File: src/rtl/stl_uart_pkg.sv
// Shared definitions for the UART TX byte path: arbiter state encoding,
// byte width, default mid-packet timeout and a small index helper.
package stl_uart_pkg;

  localparam int BYTE_W          = 8;
  localparam int TIMEOUT_DEFAULT = 1_000_000;

  typedef enum logic {
    ST_ARB    = 1'b0,
    ST_LOCKED = 1'b1
  } arb_state_t;

  // Index 'step' positions after 'base' in a ring of 'n' entries.
  function automatic int ring_index(input int base, input int step, input int n);
    return (base + step) % n;
  endfunction

endpackage

File: src/rtl/uart_tx_arbiter_rr_pick.sv
// Combinational round-robin select: first asserted request found scanning
// upward from last_grant+1 with wrap. Shared by TX arbitration and RX demux.
module rr_pick
  import stl_uart_pkg::*;
#(
  parameter int N = 2,
  parameter int W = 3
) (
  input  logic [N-1:0] req,
  input  logic [W-1:0] last_grant,
  output logic [W-1:0] pick,
  output logic         any_valid
);

  // Scan from the farthest position back to the nearest so the nearest
  // requester after last_grant is the final (winning) assignment.
  always_comb begin
    pick      = last_grant;
    any_valid = |req;
    for (int k = N; k >= 1; k--) begin
      for (int i = 0; i < N; i++) begin
        if (req[i] && (ring_index(int'(last_grant), k, N) == i)) begin
          pick = W'(i);
        end
      end
    end
  end

endmodule

File: src/rtl/uart_tx_arbiter.sv
// Packet-atomic round-robin arbiter feeding one UART TX byte path through a
// one-byte output buffer. Optional mid-packet timeout: UART_TX_ARB_TIMEOUT_EN.
module uart_tx_arbiter
  import stl_uart_pkg::*;
#(
  parameter int NUM_SRC        = 2,
  parameter int GRANT_W        = 3,
  parameter int TIMEOUT_CYCLES = TIMEOUT_DEFAULT
) (
  input  logic                      clk,
  input  logic                      reset,
  input  logic [NUM_SRC-1:0]        src_valid,
  output logic [NUM_SRC-1:0]        src_ready,
  input  logic [BYTE_W*NUM_SRC-1:0] src_data,
  input  logic [NUM_SRC-1:0]        src_last,
  output logic                      tx_valid,
  input  logic                      tx_ready,
  output logic [BYTE_W-1:0]         tx_data,
  output logic [GRANT_W-1:0]        debug_grant,
  output logic                      debug_state,
  output logic                      timeout_flag
);

  arb_state_t          state_reg;
  logic [GRANT_W-1:0]  grant_reg;
  logic                obuf_valid_reg;
  logic [BYTE_W-1:0]   obuf_data_reg;

  logic [GRANT_W-1:0]  pick;
  logic                any_valid;
  logic                sel_valid;
  logic                sel_last;
  logic [BYTE_W-1:0]   sel_data;
  logic                can_load;
  logic                accept;
  logic                timeout_hit;

  // grant_reg doubles as last_grant while in ARB: the release paths always
  // leave it holding the source that was just served.
  rr_pick #(
    .N (NUM_SRC),
    .W (GRANT_W)
  ) u_rr_pick (
    .req        (src_valid),
    .last_grant (grant_reg),
    .pick       (pick),
    .any_valid  (any_valid)
  );

  always_comb begin
    sel_valid = 1'b0;
    sel_last  = 1'b0;
    sel_data  = '0;
    for (int i = 0; i < NUM_SRC; i++) begin
      if (grant_reg == GRANT_W'(i)) begin
        sel_valid = src_valid[i];
        sel_last  = src_last[i];
        sel_data  = src_data[BYTE_W*i +: BYTE_W];
      end
    end
  end

  assign can_load = (state_reg == ST_LOCKED) && (!obuf_valid_reg || tx_ready);
  assign accept   = can_load && sel_valid;

  for (genvar gi = 0; gi < NUM_SRC; gi++) begin : g_ready
    assign src_ready[gi] = can_load && (grant_reg == GRANT_W'(gi));
  end

`ifdef UART_TX_ARB_TIMEOUT_EN
  localparam int TO_W = (TIMEOUT_CYCLES > 1) ? $clog2(TIMEOUT_CYCLES) : 1;

  logic [TO_W-1:0] idle_cnt_reg;
  logic            timeout_flag_reg;

  // Any locked cycle without an accepted byte counts, including backpressure.
  assign timeout_hit = (state_reg == ST_LOCKED) && !accept &&
                       (idle_cnt_reg == TO_W'(TIMEOUT_CYCLES - 1));

  always_ff @(posedge clk) begin
    if (reset) begin
      idle_cnt_reg     <= '0;
      timeout_flag_reg <= 1'b0;
    end else begin
      timeout_flag_reg <= timeout_hit;
      if ((state_reg != ST_LOCKED) || accept || timeout_hit) begin
        idle_cnt_reg <= '0;
      end else begin
        idle_cnt_reg <= idle_cnt_reg + 1'b1;
      end
    end
  end

  assign timeout_flag = timeout_flag_reg;
`else
  assign timeout_hit  = 1'b0;
  assign timeout_flag = 1'b0;
`endif

  always_ff @(posedge clk) begin
    if (reset) begin
      state_reg      <= ST_ARB;
      grant_reg      <= GRANT_W'(NUM_SRC - 1);
      obuf_valid_reg <= 1'b0;
      obuf_data_reg  <= '0;
    end else begin
      case (state_reg)
        ST_ARB: begin
          if (any_valid) begin
            grant_reg <= pick;
            state_reg <= ST_LOCKED;
          end
        end
        ST_LOCKED: begin
          if ((accept && sel_last) || timeout_hit) begin
            state_reg <= ST_ARB;
          end
        end
        default: state_reg <= ST_ARB;
      endcase

      // Load and drain in the same cycle keeps the buffer full: 1 byte/cycle.
      if (accept) begin
        obuf_valid_reg <= 1'b1;
        obuf_data_reg  <= sel_data;
      end else if (tx_ready) begin
        obuf_valid_reg <= 1'b0;
      end
    end
  end

  assign tx_valid    = obuf_valid_reg;
  assign tx_data     = obuf_data_reg;
  assign debug_grant = grant_reg;
  assign debug_state = logic'(state_reg);

endmodule

File: config.mk
export PLATFORM = sky130hd
export DESIGN_NAME = uart_tx_arbiter
export DESIGN_NICKNAME = d
export VERILOG_FILES = /design/src/rtl/stl_uart_pkg.sv /design/src/rtl/uart_tx_arbiter_rr_pick.sv /design/src/rtl/uart_tx_arbiter.sv
export SDC_FILE = /design/constraint.sdc
export NUM_CORES = 1
export LEC_CHECK = 0
export CAP_MARGIN = 0
export CORE_MARGIN = 4
export CORE_UTILIZATION = 41
export CTS_CLUSTER_DIAMETER = 40
export DETAILED_ROUTE_END_ITERATION = 8
export PLACE_DENSITY = 0.91
export SYNTH_ARGS = -nofsm -noshare
export SYNTH_HDL_FRONTEND = slang
export SYNTH_HIERARCHICAL = 1
export SYNTH_SLANG_ARGS = --single-unit
File: constraint.sdc
create_clock -name clk -period 3.6 [get_ports clk]
set_input_delay 0.36 -clock clk [delete_from_list [all_inputs] [get_ports clk]]
set_output_delay 0.36 -clock clk [all_outputs]
set_load 0.05 [all_outputs]
**Run 1: power grid**

Pins as bars on the die edge.
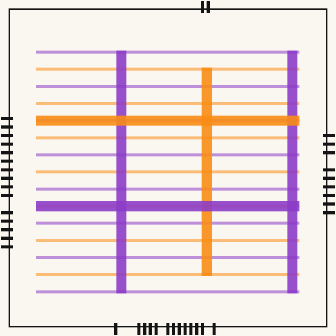
- orange: VDD
- purple: VSS
- signal pins: 39
- rows: 14

**Run 1: placement by cell class**

Scale bar: 20 µm.
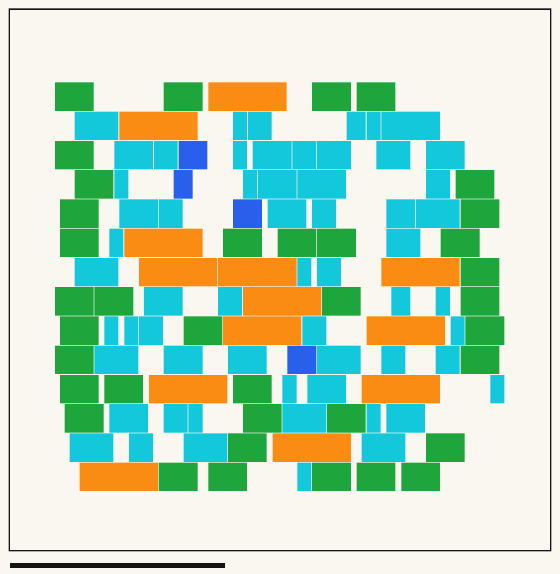
- green: other buffers and delay cells (cells 37)
- cyan: all other logic (cells 59)
- orange: flip-flops (cells 13)
- blue: clock drivers and dummy loads (cells 4)
Site Rows: 14
Core Area: 0.00159 mm²
final non-filler cell area: 0.00113 mm²

**Run 1: clock wires, drivers and flops**

Scale bar: 20 µm.
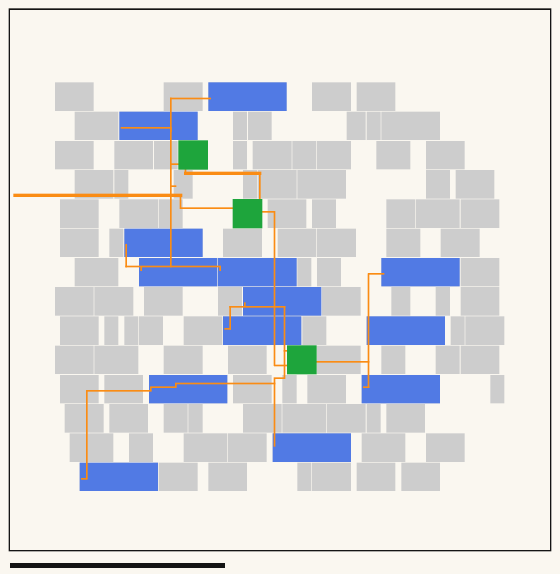
- blue: flip-flops (count 13)
- green: cells driving clock nets (count 3)
- orange: clock wires (length 157 µm)
- routed clock nets: 4
later-pin clock latency in the skew report: 0.28 ns
clock skew: 0.0114 ns
power share of the clock group: 22.8%
Clk. pwr: 0.0000894 W

==> impl_metrics.ini, run 1 <==
; generated from flow reports
[status]
outcome = finished clean

[critical_path]
end_kind = output port
worstPathCellList = and3_1, clkdlybuf4s50_1
reg2reg_from = debug_grant[0]
cp-startpoint = debug_grant[0]
timing.rr.end = tx_data[4]
crit_arrival_ns = 2.07
critical_path.top_delay_family = buffers and inverters
path_depth = 2
reg2reg_depth = 3
required_ns = 3.24
critPathBufInv = 1
criticalPathCategory = reg2out
cpMaxStageDelayCell = clkdlybuf4s50_1

[drt]
vias = 672
drt-pass1-iter-count = 4
drc = 0
wl_met2_um = 951
drt_first_iter_violations = 5
route.met3.wl_um = 109
dr.max_layer_used = met4
wirelength_met1_um = 714

[logic_synthesis]
xor_area_share_pct = 0
yosys.stat.chipArea_um2 = 731
muxShareOfSynthArea_pct = 29.6
synthTopCellsByCount = dfxtp_1, mux2i_1, mux2_2, nand2_1, nand2b_1
synth_flops = 13
ys_sh_simple_pct = 24.3
synthFlopType = dfxtp_1
synth_nets = 99
topCombFamilyByArea = multiplexers
most_common_cell = dfxtp_1
ys_seq_share_pct = 35.6
yosysWarnings = 6
syn-mean-instance-area_um2 = 9.61
netlist.area_leader.share_pct = 35.6
syn-cell-area_um2 = 731
synth.distinct_cells = 23
ys_sh_adder_pct = 0
ys_async_sr_fraction_pct = 0

[flow_run]
openroad.warnings = 26

[clock_network]
root_buffer = clkbuf_4
htreeDepth = 1
hold_buffers = 0
cts_resized = 0
cts_sinks = 13
postCtsSetupRepairBufs = 0
clk_pin_slew_worst_paths_ns = 0.09
cts_buffers = 3

[final_layout]
drive_above_1_share_pct = 17.7
comb_share_pct = 38.4
num-nonclk-buffers = 37
seq_cells = 13
final-clk-cell-share_pct = 2.44
seq_share_pct = 23.1
fin_cells = 137
lay_top_count = clkdlybuf4s50_1
finish.utilization_pct = 70.8
largest_cell_class = multi-input combinational cells
largest_reg_flops = 8
seqCellArea_um2 = 260
logic_gate_count = 57
logic_area_um2 = 433
mostFrequentLayoutCells = clkdlybuf4s50_1, dfxtp_1, mux2i_1
antenna_cells = 0

[floorplanning]
n_tap_cell = 24
die_h_um = 50.2
die_w_um = 50.2
io_pins = 39

[timing]
holdWs_ns = 0.484
setup_viol = 0
slew_viol_final = 0
finalSetupTns_ns = 0
rsz0062_at_grt = false
relSlewSlack_pct = 57.9
hold_viol = 0
min_period_ns = 2.43
finalWorstSetupSlack_ns = 1.17
fin_crit_sh_pct = 67.5

[power]
netSwitchingPower_w = 0.000131
p_int_w = 0.000262
p_seq_w = 0.000164
powerDensity_mw_per_mm2 = 348
swShare_pct = 33.3
p_comb_share_pct = 35.4
leakage_nw = 0.470
pg_comb_w = 0.000139
ir_worst_vdd_v = 0.000180
p_total_w = 0.000392
pwr-share-seq_pct = 41.9

[min_path]
hold_class = reg2reg
holdPathStages = 2
min_to = tx_data[6]

[global_route]
grtUsageMet2_pct = 26.3
grt_max_degree = 17
grt_util_all_layers_pct = 15.6
grt_pass1_vias = 648
overflow = 0
use_met3_pct = 4.73
grt_pass1_wl_um = 2980
antenna_found_initial = 0

[place]
pre_cts_ws_ns = 1.24
dpl_cell_area_mm2 = 0.00110
gp_congestion = 0.678
dp_hpwl_um = 1380
dpl.cell_count = 133
**Run 1: clock nets**

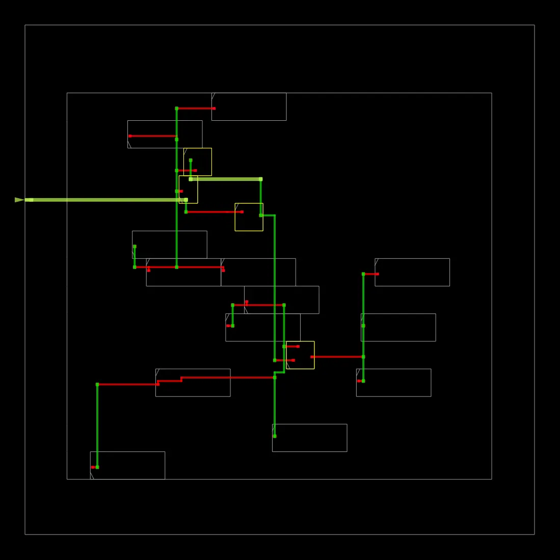

## Run 2: what changed since run 1
--- a/config.mk
+++ b/config.mk
@@ -7,10 +7,10 @@
 export LEC_CHECK = 0
 export CAP_MARGIN = 0
 export CORE_MARGIN = 4
-export CORE_UTILIZATION = 41
+export CORE_UTILIZATION = 38
 export CTS_CLUSTER_DIAMETER = 40
 export DETAILED_ROUTE_END_ITERATION = 8
-export PLACE_DENSITY = 0.91
+export PLACE_DENSITY = 0.86
 export SYNTH_ARGS = -nofsm -noshare
 export SYNTH_HDL_FRONTEND = slang
 export SYNTH_HIERARCHICAL = 1
==> constraint.sdc (replaced) <==
create_clock -name clk -period 2.25 [get_ports clk]
set_input_delay 0.225 -clock clk [delete_from_list [all_inputs] [get_ports clk]]
set_output_delay 0.225 -clock clk [all_outputs]
set_load 0.05 [all_outputs]
**Run 2: clock nets**

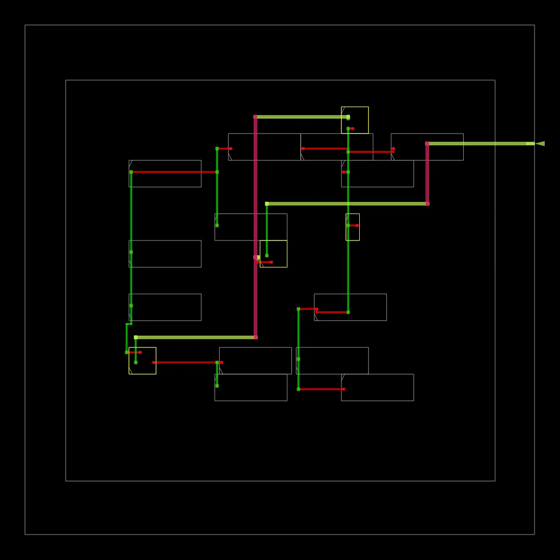
CTS Buf Count: 3
clock sinks: 13
registers: 13
Clk. pwr: 0.000142 W

==> run 2 against run 1 <==
Net effect:
- clock power up 59%
- sequential share of layout area down 0.20 points
- die size up 6.6%
- utilization down 6.9 points
- sequential cell count unchanged
- largest cell class unchanged
- highest routed layer unchanged
==> impl_metrics.ini, run 2 <==
; generated from flow reports
[power]
p_int_w = 0.000424
ir_worst_vdd_v = 0.000368
p_comb_share_pct = 36.9
clockPowerShare_pct = 22.6
p_seq_w = 0.000255
powerDensity_mw_per_mm2 = 553
p_total_w = 0.000629
pwr-share-seq_pct = 40.6
leakage_nw = 0.479
netSwitchingPower_w = 0.000205
pg_comb_w = 0.000232
swShare_pct = 32.6

[final_layout]
finalInstanceArea_mm2 = 0.00114
logic_area_um2 = 433
antenna_cells = 0
largest_reg_flops = 8
finish.utilization_pct = 63.9
num-nonclk-buffers = 39
seqCellArea_um2 = 260
largest_cell_class = multi-input combinational cells
comb_share_pct = 38.0
seq_share_pct = 22.9
final-clk-cell-share_pct = 2.31
lay_top_count = clkdlybuf4s50_1
mostFrequentLayoutCells = clkdlybuf4s50_1, dfxtp_1, mux2i_1

[critical_path]
crit_arrival_ns = 1.55
reg2reg_depth = 3
cp-startpoint = debug_grant[0]
cpMaxStageDelayCell = clkdlybuf4s50_1
reg2reg_from = debug_state
critical_path.top_delay_family = buffers and inverters
required_ns = 2.03
path_depth = 1
critPathBufInv = 1
criticalPathCategory = reg2out
worstPathCellList = clkdlybuf4s50_1

[clock_network]
hold_buffers = 0
clk_pin_slew_worst_paths_ns = 0.07
htreeDepth = 1
cts_resized = 0
root_buffer = clkbuf_4

[drt]
route.met3.wl_um = 162
wl_met2_um = 814
wirelength_met1_um = 737
drt_first_iter_violations = 10
dr.max_layer_used = met4
vias = 651
drc = 0
drt-pass1-iter-count = 4

[global_route]
antenna_found_initial = 0
grtUsageMet2_pct = 22.6
grt_pass1_vias = 616
grt_util_all_layers_pct = 14.0
grt_pass1_wl_um = 2710

[place]
dpl_cell_area_mm2 = 0.00111
pre_cts_ws_ns = 0.598
dp_hpwl_um = 1380

[flow_run]
openroad.warnings = 26

[floorplanning]
io_pins = 39
die_h_um = 51.9
core_area_mm2 = 0.00178
die_w_um = 51.9

[logic_synthesis]
muxShareOfSynthArea_pct = 29.6
syn-mean-instance-area_um2 = 9.61
synthFlopType = dfxtp_1
xor_area_share_pct = 0
syn-cell-area_um2 = 731
yosys.stat.chipArea_um2 = 731
topCombFamilyByArea = multiplexers
synth.distinct_cells = 23
ys_seq_share_pct = 35.6
synth_nets = 99
netlist.area_leader.share_pct = 35.6
ys_sh_adder_pct = 0
ys_async_sr_fraction_pct = 0
synth_flops = 13

[timing]
finalSetupTns_ns = 0
rsz0062_at_grt = false
relSlewSlack_pct = 62.5
fin_skew_ns = 0.00356
hold_viol = 0
holdWs_ns = 0.481
fin_crit_sh_pct = 78.7
min_period_ns = 1.77
setup_viol = 0
finalWorstSetupSlack_ns = 0.479

[min_path]
hold_class = reg2reg
holdPathStages = 2
min_to = tx_data[0]

[status]
outcome = finished clean
Power figures rest on the tool's default switching activity, not on a simulated workload.
